File: src/rtl/cpu_pkg.sv
// Shared pipeline constants and the fetch-stage state type.
package cpu_pkg;

    localparam logic [31:0] NOP_INSTR = '0;

    localparam int unsigned DEF_PC_W = 8;
    localparam int unsigned DEF_INC  = 4;

    typedef enum logic [1:0] {
        ST_RUN,
        ST_HOLD,
        ST_REDIR
    } fetch_state_e;

endpackage

File: src/rtl/if_id_reg.sv
// IF/ID pipeline latch: reset > bubble > load > hold.
module if_id_reg
    import cpu_pkg::*;
#(
    parameter int unsigned PC_W = DEF_PC_W
) (
    input  logic            clk_i,
    input  logic            rst_i,
    input  logic            load_i,
    input  logic            bubble_i,
    input  logic [31:0]     instr_i,
    input  logic [PC_W-1:0] pc_i,
    input  logic [PC_W-1:0] pc_next_i,
    output logic [31:0]     instr_o,
    output logic [PC_W-1:0] pc_o,
    output logic [PC_W-1:0] pc_next_o,
    output logic            valid_o
);

    logic [31:0]     instr_q;
    logic [PC_W-1:0] pc_q;
    logic [PC_W-1:0] pc_next_q;
    logic            valid_q;

    // A bubble clears only instr/valid; the pc fields keep their last value.
    always_ff @(posedge clk_i) begin
        if (rst_i) begin
            instr_q   <= NOP_INSTR;
            pc_q      <= '0;
            pc_next_q <= '0;
            valid_q   <= 1'b0;
        end else if (bubble_i) begin
            instr_q <= NOP_INSTR;
            valid_q <= 1'b0;
        end else if (load_i) begin
            instr_q   <= instr_i;
            pc_q      <= pc_i;
            pc_next_q <= pc_next_i;
            valid_q   <= 1'b1;
        end
    end

    assign instr_o   = instr_q;
    assign pc_o      = pc_q;
    assign pc_next_o = pc_next_q;
    assign valid_o   = valid_q;

endmodule

File: src/rtl/fetch_stage.sv
// Instruction fetch: PC, ROM addressing, branch redirect with one bubble, stall hold
// and saturating debug counters.
module fetch_stage
    import cpu_pkg::*;
#(
    parameter int unsigned PC_W  = DEF_PC_W,
    parameter int unsigned INC   = DEF_INC,
    parameter int unsigned CNT_W = 16
) (
    input  logic             clk,
    input  logic             R,
    input  logic             LE,
    input  logic             branch_taken,
    input  logic [PC_W-1:0]  branch_target,
    input  logic [31:0]      rom_instr,
    output logic [PC_W-1:0]  rom_addr,
    output logic [31:0]      if_id_instr,
    output logic [PC_W-1:0]  if_id_pc,
    output logic [PC_W-1:0]  if_id_pc_next,
    output logic             if_id_valid,
    output logic             stalled,
    output logic             redirected,
    output logic             misalign_err,
    output logic [CNT_W-1:0] fetch_count,
    output logic [CNT_W-1:0] stall_count
);

    localparam logic [PC_W-1:0] INC_V    = PC_W'(INC);
    localparam logic [PC_W-1:0] LOW_MASK = PC_W'(INC - 1);

    fetch_state_e     state_q, state_d;
    logic [PC_W-1:0]  pc_q, pc_d;
    logic [PC_W-1:0]  pc_inc;
    logic [CNT_W-1:0] fetch_count_q, fetch_count_d;
    logic [CNT_W-1:0] stall_count_q, stall_count_d;
    logic             misalign_q, misalign_d;
    logic             do_fetch, do_stall;

    assign do_stall = !branch_taken && !LE;
    assign do_fetch = !branch_taken && LE;
    assign pc_inc   = pc_q + INC_V;

    always_comb begin
        pc_d          = pc_q;
        fetch_count_d = fetch_count_q;
        stall_count_d = stall_count_q;
        misalign_d    = misalign_q;
        if (branch_taken) begin
            pc_d       = branch_target & ~LOW_MASK;
            misalign_d = misalign_q | (|(branch_target & LOW_MASK));
        end else if (do_stall) begin
            if (stall_count_q != '1) stall_count_d = stall_count_q + 1'b1;
        end else begin
            pc_d = pc_inc;
            if (fetch_count_q != '1) fetch_count_d = fetch_count_q + 1'b1;
        end
    end

    always_ff @(posedge clk) begin
        if (R) begin
            pc_q          <= '0;
            fetch_count_q <= '0;
            stall_count_q <= '0;
            misalign_q    <= 1'b0;
        end else begin
            pc_q          <= pc_d;
            fetch_count_q <= fetch_count_d;
            stall_count_q <= stall_count_d;
            misalign_q    <= misalign_d;
        end
    end

    always_ff @(posedge clk) begin
        if (R) state_q <= ST_RUN;
        else   state_q <= state_d;
    end

    always_comb begin
        state_d = ST_RUN;
        if (branch_taken)  state_d = ST_REDIR;
        else if (!LE)      state_d = ST_HOLD;
    end

    always_comb begin
        stalled    = (state_q == ST_HOLD);
        redirected = (state_q == ST_REDIR);
    end

    if_id_reg #(
        .PC_W (PC_W)
    ) u_if_id (
        .clk_i     (clk),
        .rst_i     (R),
        .load_i    (do_fetch),
        .bubble_i  (branch_taken),
        .instr_i   (rom_instr),
        .pc_i      (pc_q),
        .pc_next_i (pc_inc),
        .instr_o   (if_id_instr),
        .pc_o      (if_id_pc),
        .pc_next_o (if_id_pc_next),
        .valid_o   (if_id_valid)
    );

    assign rom_addr     = pc_q;
    assign misalign_err = misalign_q;
    assign fetch_count  = fetch_count_q;
    assign stall_count  = stall_count_q;

endmodule

File: config.mk
export PLATFORM = sky130hd
export DESIGN_NAME = fetch_stage
export DESIGN_NICKNAME = d
export VERILOG_FILES = /design/src/rtl/cpu_pkg.sv /design/src/rtl/if_id_reg.sv /design/src/rtl/fetch_stage.sv
export SDC_FILE = /design/constraint.sdc
export NUM_CORES = 1
export LEC_CHECK = 0
export CAP_MARGIN = 20
export CORE_AREA = 2 2 77 109
export DETAILED_ROUTE_END_ITERATION = 16
export DIE_AREA = 0 0 79 111
export GPL_TIMING_DRIVEN = 0
export PLACE_DENSITY = 0.89
export RECOVER_POWER = 25
export SYNTH_ARGS = -nofsm -noshare
export SYNTH_HDL_FRONTEND = slang
export SYNTH_SLANG_ARGS = --single-unit
File: constraint.sdc
create_clock -name clk -period 2.8 [get_ports clk]
set_input_delay 0.56 -clock clk [delete_from_list [all_inputs] [get_ports clk]]
set_output_delay 0.56 -clock clk [all_outputs]
set_load 0.01 [all_outputs]
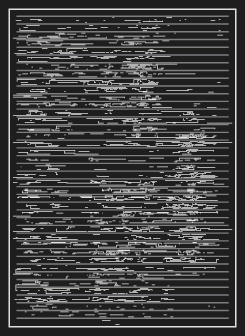
Run 1: signal wires on met1
Supply wires on this layer in gray.
512 nets have wire on it. The wires run mostly horizontal. The layer carries 3490 µm of wire.
via count: 3336
met1 Use GR: 22.8%
final wirelength: 9.22 mm

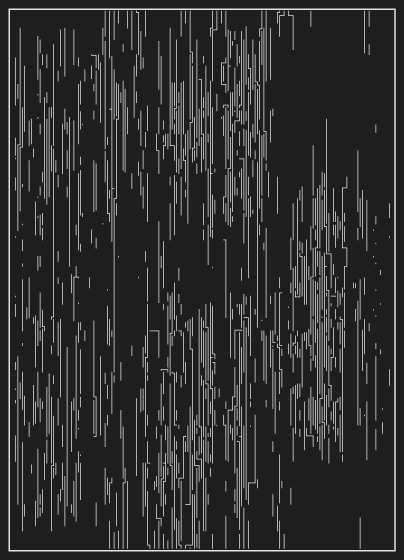
Run 1: M2 wires
The layer holds 51% of the routed length. 523 nets have wire on it. The wires run mostly vertical. The layer carries 4740 µm of wire. The longest straight run is 38.1 µm.
grt met2 use: 37.2%

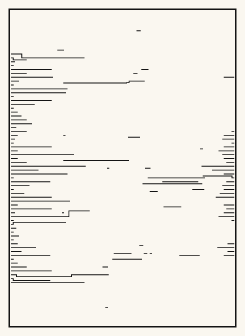
Run 1: signal wires on met3
The wires run mostly horizontal. The longest straight run is 26.0 µm. The layer holds 8.6% of the routed length.
global-route track usage on met3: 7.74%

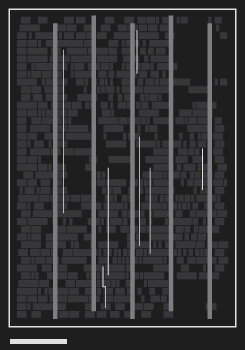
Run 1: metal 4
Bar = 20 µm. Supply wires on this layer in gray.
The wires run mostly vertical. The longest straight run is 57.1 µm.

==> run_results.csv, run 1 <==
group,metric,value,unit
sta,period_minus_slack,2.26,ns
sta,clock.fmax,442,MHz
logic_synthesis,netlist_instances,405,
floorplan,die_w,79,µm
floorplan,fp-row-count,39,
grt,grt.busiest_layer,"met2",
finish,most-common-layout-cells,"clkdlybuf4s50_1 (88), dfxtp_1 (86), nor2_1 (84)",
clocking,numCtsBuffers,9,
sta,setup_slack,0.537,ns
finish,comb_share,33.5,%
power,power_frac_clock,41.4,%
clocking,cts_tree,"done",
finish,logic_area,1790,µm²
clocking,cts_setup_buffers,0,
power,p_per_area,503,nW/µm²
clocking,cts_max_level,3,
finish,flops,86,
clocking,clock_sinks,86,
logic_synthesis,ys_ff,86,
finish,post-route-cell-area,5340,µm²
finish,mostFrequentLayoutCell,"clkdlybuf4s50_1",
logic_synthesis,post-synth-top-area-cell,"dfxtp_1",
power,peakVddDrop,0.387,mV
logic_synthesis,post-synth-top-count-cell,"dfxtp_1",
placed_design,finalWeightedCongestion,0.880,
detailed_routing,drtIter0Drc,194,
logic_synthesis,ys_seq_share,47.1,%
logic_synthesis,synthArstFlopShare,0,%
worst_hold_path,hp-class,"register to register",
detailed_routing,firstDrtPassIters,4,
clocking,cts.path.max_buffers,2,
detailed_routing,drc,0,
placed_design,dpl_worst_slack,0.269,ns
logic_synthesis,ys.flop_type,"dfxtp_1",
finish,final_cells,653,
critical_path,path_delay_family,"simple AND/OR/NAND/NOR gates",
floorplan,io_pins,136,
power,p_leak,2.08,nW
power,pwr-share-comb,10.7,%
logic_synthesis,yosysChipArea,3660,µm²
critical_path,r2r_slack,0.79,ns
finish,largest_class,"combinational gates",
logic_synthesis,yosys-top-cells-area,"dfxtp_1 (47%), mux2i_1 (9.3%), nor2_1 (8.6%)",
critical_path,endpoint_kind,"register",
worst_hold_path,worstHoldStart,"u_if_id.pc_o[6]",
logic_synthesis,syn-cell-area,3660,µm²
detailed_routing,wl_per_cell,14.1,µm
logic_synthesis,synth-edff-count,0,
sta,slew_viol_final,0,
grt,grt_pass1_wl,14.9,mm
detailed_routing,m1WireLength,3.49,mm
run,warnings,26,
critical_path,slowest_delay,0.62,ns
floorplan,fp.coreArea,7910,µm²
sta,finalCritPeriodShare,80.8,%
finish,buffer_area_share,26.4,%
sta,setup_viol,0,
floorplan,die_h,111,µm
power,p_seq_share,47.9,%
sta,slew_headroom,60.7,%
grt,grt_antenna_before_repair,0,
detailed_routing,routed.top_layer,"met4",
critical_path,reg2reg_to,"fetch_count[7]",
logic_synthesis,avgSynthCellArea,9.03,µm²
power,powerComb,0.288,mW
floorplan,initial_core_util,46.3,%
finish,finish.utilization,67.5,%
power,finalPower,2.68,mW
worst_hold_path,hold_end,"u_if_id.pc_o[6]",
grt,overflow,0,
critical_path,reg2reg_depth,6,
detailed_routing,final_antenna_net_count,0,
clocking,clk_pin_slew,0.06,ns
clocking,clk_latency,0.33,ns
power,pg_seq,1.29,mW
floorplan,nWellTaps,102,
placed_design,placed_cell_area,5070,µm²
sta,holdWs,0.457,ns
critical_path,worst_setup_path_start_kind,"input pin",
status,status,"completed",
finish,logic_gates,290,
critical_path,endpoint,"stall_count[14]",
clocking,ctsResizeCount,0,
placed_design,portBuffers,127,
finish,fin_nets,595,
logic_synthesis,yosys-top-cells-count,"dfxtp_1 (86), nor2_1 (84), mux2i_1 (34)",
critical_path,required,3.00,ns
sta,worstMarginPinSlew,0.589,ns
finish,seq-cell-share,32.3,%
finish,regArea,1720,µm²
sta,rsz0062_at_grt,"no",
worst_hold_path,whs_path_depth,2,
finish,n_fill_cell,659,
==> run 1: flip-flops by register name, indices dropped and copies added, names as in the netlist <==
register	cells
u_if_id.pc_next_o	6
rom_addr	6
u_if_id.valid_o	1
stall_count	16
u_if_id.pc_o	6
misalign_err	1
u_if_id.instr_o	32
fetch_count	16
state_q	2
==> run 1: logic make-up (layout without fill, tap and decap cells) <==
kind of cell    Yosys count  count (layout)  synth area share (%)
simple gates            175             175                  23.6
flops                    86              86                  47.1
compound gates           37              37                  6.02
xor+xnor                 35              35                  8.38
mux                      34              34                  9.31
buf+inv                  34             175                  4.45
fa+ha+maj                 3               3                  1.03
other cells               1               6                 0.103
Run 1, clock wiring as the flow saved it:
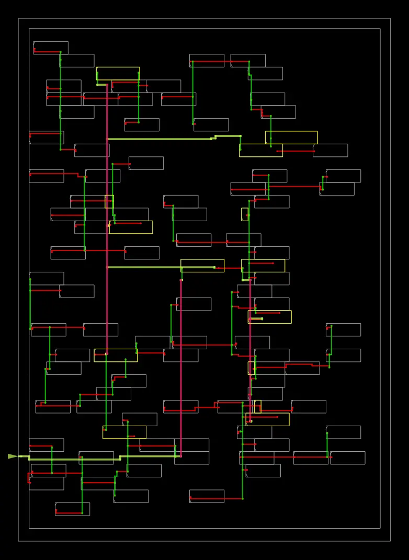

==> run 2, diff against run 1 <==
--- a/config.mk
+++ b/config.mk
@@ -6,11 +6,11 @@
 export NUM_CORES = 1
 export LEC_CHECK = 0
 export CAP_MARGIN = 20
-export CORE_AREA = 2 2 77 109
+export CORE_AREA = 2 2 84 119
 export DETAILED_ROUTE_END_ITERATION = 16
-export DIE_AREA = 0 0 79 111
+export DIE_AREA = 0 0 86 121
 export GPL_TIMING_DRIVEN = 0
-export PLACE_DENSITY = 0.89
+export PLACE_DENSITY = 0.8
 export RECOVER_POWER = 25
 export SYNTH_ARGS = -nofsm -noshare
 export SYNTH_HDL_FRONTEND = slang
==> constraint.sdc (replaced) <==
create_clock -name clk -period 1.8 [get_ports clk]
set_input_delay 0.36 -clock clk [delete_from_list [all_inputs] [get_ports clk]]
set_output_delay 0.36 -clock clk [all_outputs]
set_load 0.01 [all_outputs]
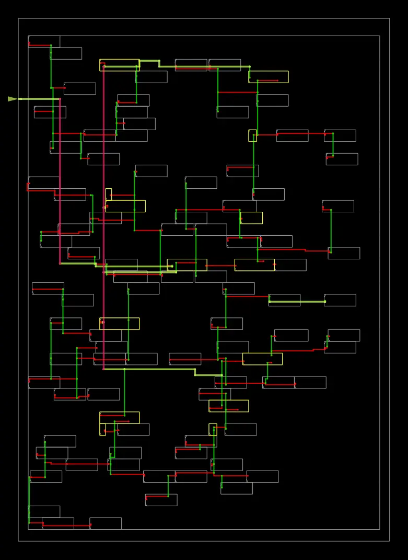
Run 2: clock wiring as the flow saved it
worst skew pair latency: 0.33 ns
cts bufs inserted: 9
Clock Sinks: 86

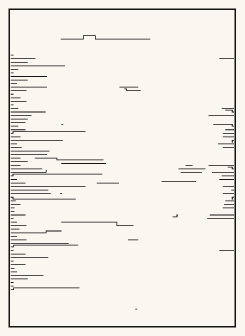
Run 2: signal wires on met3
The longest straight run is 34.0 µm. The layer holds 9.0% of the routed length. 102 nets have wire on it.
final wirelength: 9.49 mm
via count: 3289

==> run_results.csv, run 2 <==
group,metric,value,unit
finish,antenna_cells,0,
finish,mostFrequentLayoutCell,"clkdlybuf4s50_1",
logic_synthesis,avgSynthCellArea,9.03,µm²
grt,met3_usage,8.03,%
detailed_routing,final_antenna_net_count,0,
logic_synthesis,ys_ff,86,
logic_synthesis,post-synth-top-count-cell,"dfxtp_1",
floorplan,io_pins,136,
critical_path,required,2.00,ns
critical_path,path_delay_family,"simple AND/OR/NAND/NOR gates",
logic_synthesis,synth-xor-area-share,8.38,%
floorplan,die_h,121,µm
detailed_routing,route.met3.wl,858,µm
floorplan,die_w,86,µm
grt,grt.busiest_layer,"met2",
grt,grt_pass1_vias,3326,
finish,fin_nets,598,
logic_synthesis,synth_stat.cells,405,
placed_design,finalWeightedCongestion,0.804,
logic_synthesis,ys_sh_adder,1.03,%
clocking,cts.path.max_buffers,2,
placed_design,placedCellCount,647,
worst_hold_path,hp-class,"input pin to register",
logic_synthesis,yosysChipArea,3660,µm²
run,maxCapViolCount,0,
finish,post-route-cell-area,5420,µm²
logic_synthesis,ys.flop_type,"dfxtp_1",
status,status,"completed",
grt,gr-usage-met2,32.1,%
sta,clock.fmax,576,MHz
clocking,cts_setup_buffers,2,
sta,slew_headroom,64.7,%
floorplan,die_area,10400,µm²
detailed_routing,drc,0,
floorplan,initial_core_util,39.3,%
power,power_frac_clock,40.1,%
sta,worstMarginPinSlew,0.529,ns
clocking,cts_tree,"done",
logic_synthesis,yosys-top-cells-area,"dfxtp_1 (47%), mux2i_1 (9.3%), nor2_1 (8.6%)",
power,finalPower,4.12,mW
critical_path,cp.arrival,1.94,ns
power,p_leak,1.98,nW
power,power.switching,0.944,mW
critical_path,reg2reg_depth,7,
sta,period_minus_slack,1.74,ns
power,pwr-share-comb,11.2,%
detailed_routing,drtIter0Drc,121,
power,maxPowerGroup,"registers",
critical_path,slowest_delay,0.34,ns
power,peakVddDrop,0.562,mV
logic_synthesis,yosys_warnings,0,
power,powerComb,0.460,mW
sta,setup_slack,0.0628,ns
detailed_routing,wl_per_cell,14.3,µm
logic_synthesis,simple_gate_share,23.6,%
clocking,ctsResizeCount,6,
finish,largest_reg_flops,32,
floorplan,fp-row-count,42,
critical_path,slowest_stage,"dfxtp_1",
run,warnings,26,
logic_synthesis,synth-edff-count,0,
placed_design,portBuffers,127,
detailed_routing,firstDrtPassIters,4,
power,p_per_area,760,nW/µm²
power,pg_clk,1.65,mW
clocking,cts_max_level,3,
finish,area_growth,48.1,%
placed_design,place_hpwl,7.14,mm
power,p_seq_share,48.7,%
detailed_routing,m1WireLength,3.76,mm
logic_synthesis,syn-cell-area,3660,µm²
logic_synthesis,top_logic_kind,"simple AND/OR/NAND/NOR gates",
logic_synthesis,synthMuxAreaShare,9.31,%
logic_synthesis,netlist_instances,405,
grt,grt_antenna_before_repair,0,
finish,finish.utilization,58.2,%
grt,overflow,0,
detailed_routing,viasPerCell,4.95,
grt,grt_pass1_wl,15.5,mm
placed_design,placed_cell_area,5080,µm²
critical_path,crit_cells,7,
grt,grt_max_degree,13,
clocking,cts_root_buffer,"clkbuf_16",
grt,grtUsageTotal,18.8,%
logic_synthesis,synthArstFlopShare,0,%
critical_path,critPathBufInv,1,
finish,n_fill_cell,799,
logic_synthesis,yosys-top-cells-count,"dfxtp_1 (86), nor2_1 (84), mux2i_1 (34)",
finish,most-common-layout-cells,"clkdlybuf4s50_1 (126), nor2_1 (84), dfxtp_1 (82)",
logic_synthesis,ys_seq_share,47.1,%
floorplan,fp.coreArea,9300,µm²
power,pg_seq,2.00,mW
critical_path,endpoint_kind,"register",
clocking,clk_pin_slew,0.06,ns
detailed_routing,routed.top_layer,"met4",
sta,finalSetupTns,0,ns
logic_synthesis,post-synth-top-area-cell,"dfxtp_1",
grt,gr-usage-met1,20.7,%
finish,final_cells,664,
sta,setup_viol,0,
critical_path,worst_setup_path_start_kind,"register",
sta,slew_viol_final,0,
sta,holdWs,0.457,ns
finish,drive_gt1_share,8.66,%
worst_hold_path,whs_path_depth,2,
logic_synthesis,yosys.area_share.aoi,6.02,%
sta,finalCritPeriodShare,96.5,%
placed_design,dpl_worst_slack,-0.476,ns
## run 2: cell counts after synthesis
No cell type changed its count.
## run 2: area by class of cell
class / instances / area, µm² / area share, %
plain buffers: 29 / 145 / 2.68
clock buffers: 12 / 246 / 4.55
clock inverters: 2 / 10.0 / 0.185
inverters: 5 / 18.8 / 0.347
multi-input cells: 290 / 1840 / 33.9
flip-flops and latches: 86 / 1730 / 31.9
well taps: 110 / 138 / 2.54
repair buffers: 130 / 1300 / 23.9
## run 2: path summary, 6_finish.rpt
kind	start	slack, ns	endpoint
setup / recovery	stall_count[1]	0.06	stall_count[7]
hold / removal	R	0.46	state_q[1]
setup reg to reg	stall_count[1]	0.06	stall_count[7]
hold reg to reg	u_if_id.pc_o[4]	0.46	u_if_id.pc_o[4]
Run 2, M2 wires:
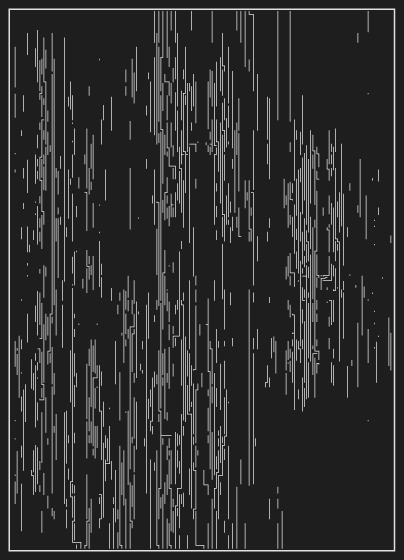

==> run 3, diff against run 2 <==
--- a/config.mk
+++ b/config.mk
@@ -6,9 +6,10 @@
 export NUM_CORES = 1
 export LEC_CHECK = 0
 export CAP_MARGIN = 20
-export CORE_AREA = 2 2 84 119
+export CORE_AREA = 5 5 87 122
 export DETAILED_ROUTE_END_ITERATION = 16
-export DIE_AREA = 0 0 86 121
+export DIE_AREA = 0 0 92 127
+export GPL_ROUTABILITY_DRIVEN = 1
 export GPL_TIMING_DRIVEN = 0
 export PLACE_DENSITY = 0.8
 export RECOVER_POWER = 25
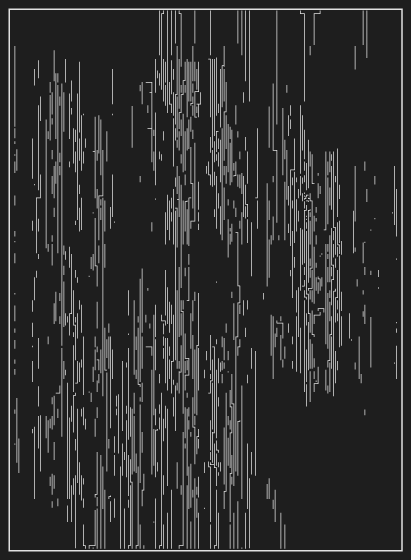
Run 3: M2 wires
514 nets have wire on it. The layer holds 51% of the routed length. The wires run mostly vertical. The layer carries 5180 µm of wire. The longest straight run is 61.5 µm.
grt met2 use: 30.5%
via count: 3369

==> run_results.csv, run 3 <==
group,metric,value,unit
power,power.switching,1.02,mW
finish,most-common-layout-cells,"clkdlybuf4s50_1 (124), nor2_1 (84), dfxtp_1 (82)",
worst_hold_path,hp-class,"input pin to register",
logic_synthesis,simple_gate_share,23.6,%
power,power_frac_clock,47.1,%
logic_synthesis,avgSynthCellArea,9.03,µm²
logic_synthesis,synth_stat.cells,405,
placed_design,finalWeightedCongestion,0.880,
logic_synthesis,syn-cell-area,3660,µm²
detailed_routing,routed.top_layer,"met4",
power,pg_seq,2.00,mW
detailed_routing,final_antenna_net_count,0,
finish,mostFrequentLayoutCell,"clkdlybuf4s50_1",
placed_design,portBuffers,127,
sta,clock.fmax,571,MHz
detailed_routing,m1WireLength,3.98,mm
power,peakVddDrop,0.556,mV
clocking,clk_latency,0.33,ns
logic_synthesis,ys.flop_type,"dfxtp_1",
power,pg_clk,2.20,mW
floorplan,fp-row-count,42,
floorplan,io_pins,136,
critical_path,startpoint,"stall_count[0]",
status,status,"completed",
power,p_per_area,843,nW/µm²
detailed_routing,viasPerCell,5.05,
grt,grt_pass1_wl,16.5,mm
critical_path,reg2reg_from,"stall_count[0]",
finish,final_cells,667,
run,warnings,27,
sta,slew_headroom,64.5,%
logic_synthesis,post-synth-top-area-cell,"dfxtp_1",
clocking,cts.path.max_buffers,2,
sta,period_minus_slack,1.75,ns
sta,slew_viol_final,0,
grt,grt.busiest_layer,"met2",
logic_synthesis,netlist_instances,405,
worst_hold_path,worstHoldStart,"branch_taken",
clocking,clk_pin_slew,0.06,ns
logic_synthesis,yosys-top-cells-area,"dfxtp_1 (47%), mux2i_1 (9.3%), nor2_1 (8.6%)",
clocking,cts_max_level,3,
finish,fin_nets,599,
critical_path,required,2.01,ns
logic_synthesis,synthMuxAreaShare,9.31,%
clocking,numCtsBuffers,9,
finish,finish.utilization,59.2,%
logic_synthesis,yosys.area_share.aoi,6.02,%
finish,area_growth,51.3,%
finish,antenna_cells,0,
power,pwr-share-comb,10.0,%
logic_synthesis,yosysChipArea,3660,µm²
power,p_leak,2.03,nW
grt,grt_pass1_vias,3392,
sta,finalSetupTns,0,ns
critical_path,crit_cells,7,
critical_path,r2r_slack,0.05,ns
detailed_routing,route.met3.wl,923,µm
logic_synthesis,ys_sh_adder,1.03,%
clocking,cts_tree,"done",
sta,worstMarginPinSlew,0.532,ns
logic_synthesis,top_logic_kind,"simple AND/OR/NAND/NOR gates",
floorplan,fp.coreArea,9350,µm²
logic_synthesis,synth-xor-area-share,8.38,%
logic_synthesis,synthArstFlopShare,0,%
clocking,clock_sinks,86,
logic_synthesis,yosys_warnings,0,
sta,finalCritPeriodShare,97.3,%
worst_hold_path,whs_path_depth,4,
placed_design,place_hpwl,7.70,mm
floorplan,die_w,92,µm
sta,setup_slack,0.0486,ns
sta,rsz0062_at_grt,"yes",
critical_path,worst_setup_path_start_kind,"register",
floorplan,initial_core_util,39.1,%
placed_design,placed_cell_area,5080,µm²
placed_design,placedCellCount,647,
detailed_routing,drc,0,
critical_path,endpoint_kind,"register",
critical_path,reg2reg_depth,7,
grt,overflow,0,
grt,gr-usage-met1,18.6,%
finish,logic_area,1840,µm²
critical_path,reg2reg_to,"stall_count[3]",
critical_path,slowest_delay,0.34,ns
grt,grtUsageTotal,17.4,%
finish,post-route-cell-area,5530,µm²
power,maxPowerGroup,"the clock network",
critical_path,endpoint,"stall_count[3]",
grt,met3_usage,6.53,%
logic_synthesis,ys_ff,86,
grt,grt_max_degree,15,
power,switching_share,21.8,%
logic_synthesis,post-synth-top-count-cell,"dfxtp_1",
power,finalPower,4.67,mW
logic_synthesis,ys_seq_share,47.1,%
critical_path,path_delay_family,"simple AND/OR/NAND/NOR gates",
finish,largest_reg_flops,32,
power,p_seq_share,42.9,%
detailed_routing,firstDrtPassIters,4,
detailed_routing,drtIter0Drc,153,
detailed_routing,wl_per_cell,15.4,µm
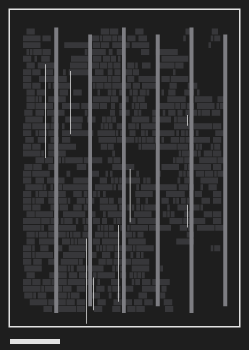
Run 3: metal 4
Bar = 20 µm. Supply wires on this layer in gray.
The wires run mostly vertical. The layer carries 174 µm of wire. 7 nets have wire on it. The layer holds 1.7% of the routed length.
final wirelength: 10.3 mm

## run 3: cell count changes in the layout (fill, tap and decap cells not counted), sizes merged, moves of 2 or more
| cell | before | now |
|---|---|---|
| bufinv | 0 | 3 |
| clkdlybuf4s50 | 126 | 124 |
| clkinv | 2 | 0 |
| clkinvlp | 0 | 2 |
| dlygate4sd3 | 0 | 2 |
## run 3: layout make-up
cell class                 instances  share of cell area, %
multi-input combinational        290                   33.3
sequential                        86                   31.2
timing repair buffer             131                   23.5
clock buffer                      11                   4.57
buffer                            29                   2.74
tap                              110                   2.49
clock inverter                     5                   1.90
inverter                           5                  0.339
## run 3: what timing repair did
action | 4_1_cts | 5_1_grt
buffers inserted | 3 | 1
gates resized | 6 | 13
pin swaps | 1 | 2
hold endpoints to repair | 0 | 0
endpoints found under the setup margin | 55 | 25
Power and IR drop assume default switching activity.
